### The clock network

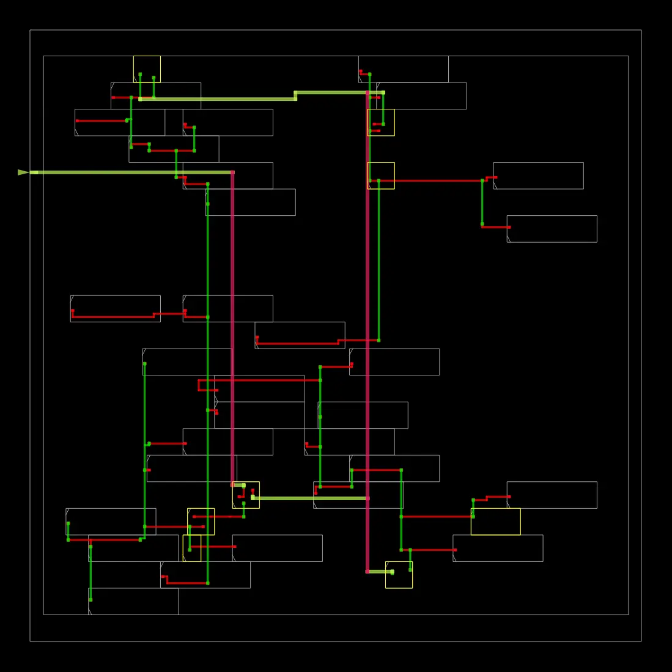
### Sizing map

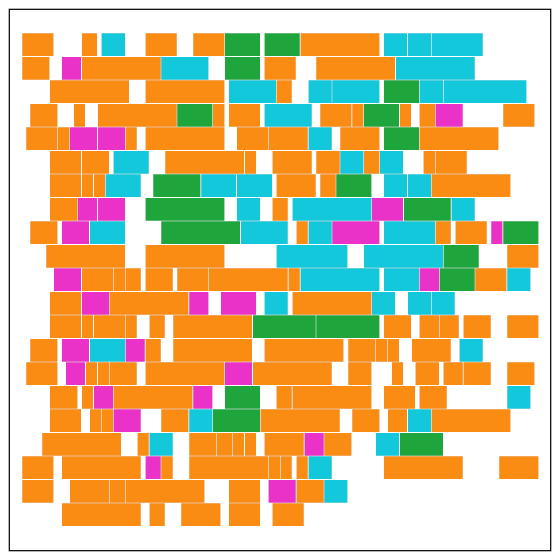
### Cell classes on the final placement

Bar = 20 µm. Fill, decap, tap and diode cells in gray.
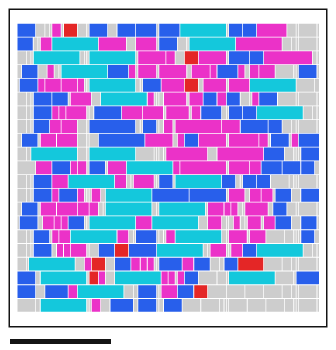
### Logic cells by family

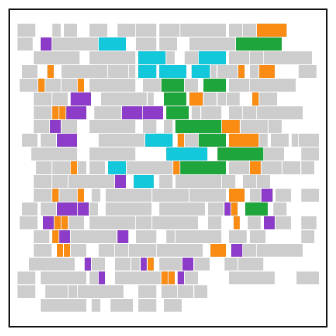
### The metal 2 layer

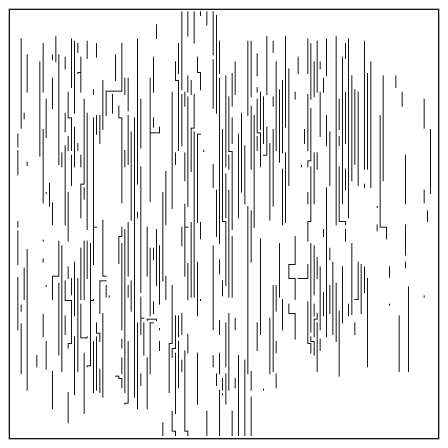
Design um_load_ctrl, sky130hd; sources not shown.
==> impl_metrics.toml <==
# flow metrics
[run_status]
status = "complete, but fails checks"
failing_checks = "negative setup slack"

[clocking]
ctsRootBufferMaster = "sky130_fd_sc_hd__clkbuf_4"
cts.clk_slew.worst_paths_ns = 0.11
cts_tree = "done"
clock_tree.buffer_depth = 2
cts_stage_hold_buffer_count = 0
cts_max_level = 2

[floorplanning]
dieHeight_um = 62.5
well_tap_count = 46
die.size.x_um = 62.5
floorplan.io_pins = 51
core_util_floorplan = 0.429
die_footprint_um2 = 3910

[synthesis]
ys.flops = 30
netlist-cell-type-count = 28
synth.yosys.chip_area_um2 = 1460
postSynthNetCount = 180
synthesis.area_per_instance_um2 = 10.0
ys.warnings.count = 0
synth-edff-count = 0
synth_largest_type_area_fraction = 0.513
proportion_of_synthesized_chip_area_in_sequential_cells = 0.513
syn-cell-area_um2 = 1460
ys_cells = 146
synthesis.instances = 146
synth-async-reset-ratio = 1.00
top_cells_by_area = "sky130_fd_sc_hd__dfrtp_1, sky130_fd_sc_hd__ha_1, sky130_fd_sc_hd__o21ai_0, sky130_fd_sc_hd__nor2_1, sky130_fd_sc_hd__nand2_1"
postSynth.topFlopCell = "sky130_fd_sc_hd__dfrtp_1"
largest_area_cell = "sky130_fd_sc_hd__dfrtp_1"

[power]
static-leakage-power_nw = 1.29
ir_drop_uv = 1070
power.density_nw_per_um2 = 2100
design_power_total_mw = 5.53

[sta]
setup-tns-final_ns = -1.03
period_needed_ns = 1.91
timing.final.ws_setup_ns = -0.171
timing.final.crit_share = 1.10
final-hold-violation-count = 0
relative_slew_slack = 0.748
achievable_freq_mhz = 523
finalHoldWorstSlack_ns = 0.418
timing_max_transition_violations_final = 0
grt_setup_unrepaired = "true"
tightestPinTransition_ns = 0.378
final-setup-viol-count = 24

[placement]
detailed_place.area_um2 = 2120
preCtsSetupSlack_ns = -0.318
gp_congestion = 0.901
half_perimeter_wire_length_after_detailed_placement_mm = 2.63
post-place-cells = 252
port_buffers = 50

[finish]
num-fill-cells = 223
logic_area_um2 = 881
inv_count = 6
share_of_cells_above_drive_strength_1 = 0.396
mostFrequentLayoutCells = "sky130_fd_sc_hd__dfrtp_1, sky130_fd_sc_hd__clkdlybuf4s50_1, sky130_fd_sc_hd__nor2_1, sky130_fd_sc_hd__buf_4, sky130_fd_sc_hd__dlygate4sd2_1"
buf_share = 0.319
seqAreaFraction = 0.286
regArea_um2 = 751
dominant_cells = "multi-input combinational cells"
largest_reg_flops = 16
numnets_final = 263
antenna_cell_count = 0
clk_share = 0.0243
comb.multi_input.count = 104

[worst_setup_path]
worstSetupEndpointType = "output pin"
start_kind = "flip-flop"
crit_type = "reg -> out"
cp.required_ns = 1.25
rrSetupSlack_ns = -0.09
cp_data_arrival_time_ns = 1.43

[route]
drt_drc_violations_left = 0
drt.antenna.violating_nets = 0
routedWlPerCell_um = 16.4
detail_route.iter0.violations = 57
firstDrtPassIters = 4

[flow_run]
max_cap_viol_count = 0
warning_count = 34

[global_route]
track_usage = 0.214
antenna_found_initial = 0
via_count_of_the_first_global_routing_pass = 1371
maximum_number_of_pins_on_one_net_before_global_route_repair = 31
global_route_wire_length_before_repair_mm = 6.44

[hold_path]
worst_hold_path_type = "in -> async"
## Picture notes: 'The clock network'
total of clock buffers placed in the layout: 6
CTS Sinks: 30
clock buffers created by TritonCTS: 5
insertion delay of the later-clocked pin in the worst-skew pair: 0.35 ns
flip-flops: 30

## Picture notes: 'Sizing map'
Green is x6 and larger, cells 20. Cyan is x3 and x4, cells 46. Magenta is x2, cells 25. Orange is x1 and smaller, cells 139.
growth of design area from synthesis to finish: 79.6%
post-route worst setup slack: -0.171 ns
Buffers, non-clock: 82
Finished Cell Area: 2630 µm²

## Picture notes: 'Cell classes on the final placement'
Magenta is remaining logic cells, cells 110. Cyan is registers, cells 30. Red is clock drivers and dummy loads, cells 8. Blue is remaining buffers and delay cells, cells 82.
area of the core region: 3420 µm²
row count: 21
core utilization of the finished layout: 0.770

## Picture notes: 'Logic cells by family'
Orange is nor cells, cells 30. Cyan is mux cells, cells 10, where top center. Green is fa/ha/maj cells, cells 10. Purple is nand cells, cells 22.
fraction of area in multi-input gates: 0.335
Final Instance Count excl. Fillers: 276
Top cell excl fill/tap: sky130_fd_sc_hd__dfrtp_1

## Picture notes: 'The metal 2 layer'
The wires run mostly vertical. The longest straight run is 40.8 µm. 232 nets have wire on it.
total vias in the final route: 1420
sum of routed wire length over all layers: 4.51 mm

## power breakdown
part	switching (mW)	total, mW	internal, mW
Clock	0.270	0.464	0.194
Combinational	1.70	3.76	2.06
Sequential	0.267	1.31	1.04
## cell families (layout without fill, tap and decap cells)
| group | after synthesis | after routing | share of synthesized area |
|---|---|---|---|
| AOI/OAI and AO/OA | 30 | 30 | 0.121 |
| adders and majority gates | 10 | 10 | 0.0855 |
| buffers and inverters | 12 | 96 | 0.0350 |
| DFF | 30 | 30 | 0.513 |
| muxes | 10 | 10 | 0.0761 |
| and+or+nand+nor | 54 | 54 | 0.169 |
## routing by layer
| metal | share of wire | track usage | up-vias | wire [µm] |
|---|---|---|---|---|
| met2 | 0.51 | 0.363 | 52 | 2280 |
| met4 | 0.029 | 0.0930 | 0 | 132 |
| li1 | - | - | 660 | - |
| met3 | 0.056 | 0.0766 | 11 | 254 |
| met1 | 0.41 | 0.241 | 697 | 1840 |
| met5 | 0 | 0 | - | 0 |
## critical path, stage by stage (launching register included)
cell,delay (ns)
sky130_fd_sc_hd__dfrtp_1,0.45
sky130_fd_sc_hd__ha_4,0.21
sky130_fd_sc_hd__mux2_4,0.30
sky130_fd_sc_hd__buf_6,0.12
## synth_stat cells (all sizes together) (2+ instances only)
master	instances
mux2	6
buf	4
clkbuf	2
nor2	23
inv	6
nand2b	3
nor3	3
nand2	19
a21oi	3
ha	10
mux2i	4
dfrtp	30
nor4b	2
o21ai	21
## repair_timing
item	4_1_cts	5_1_grt
setup endpoints to repair	47	34
setup buffers	8	4
cloned	0	4
resized	65	68
pin swaps	7	20
Power and IR drop assume default switching activity.
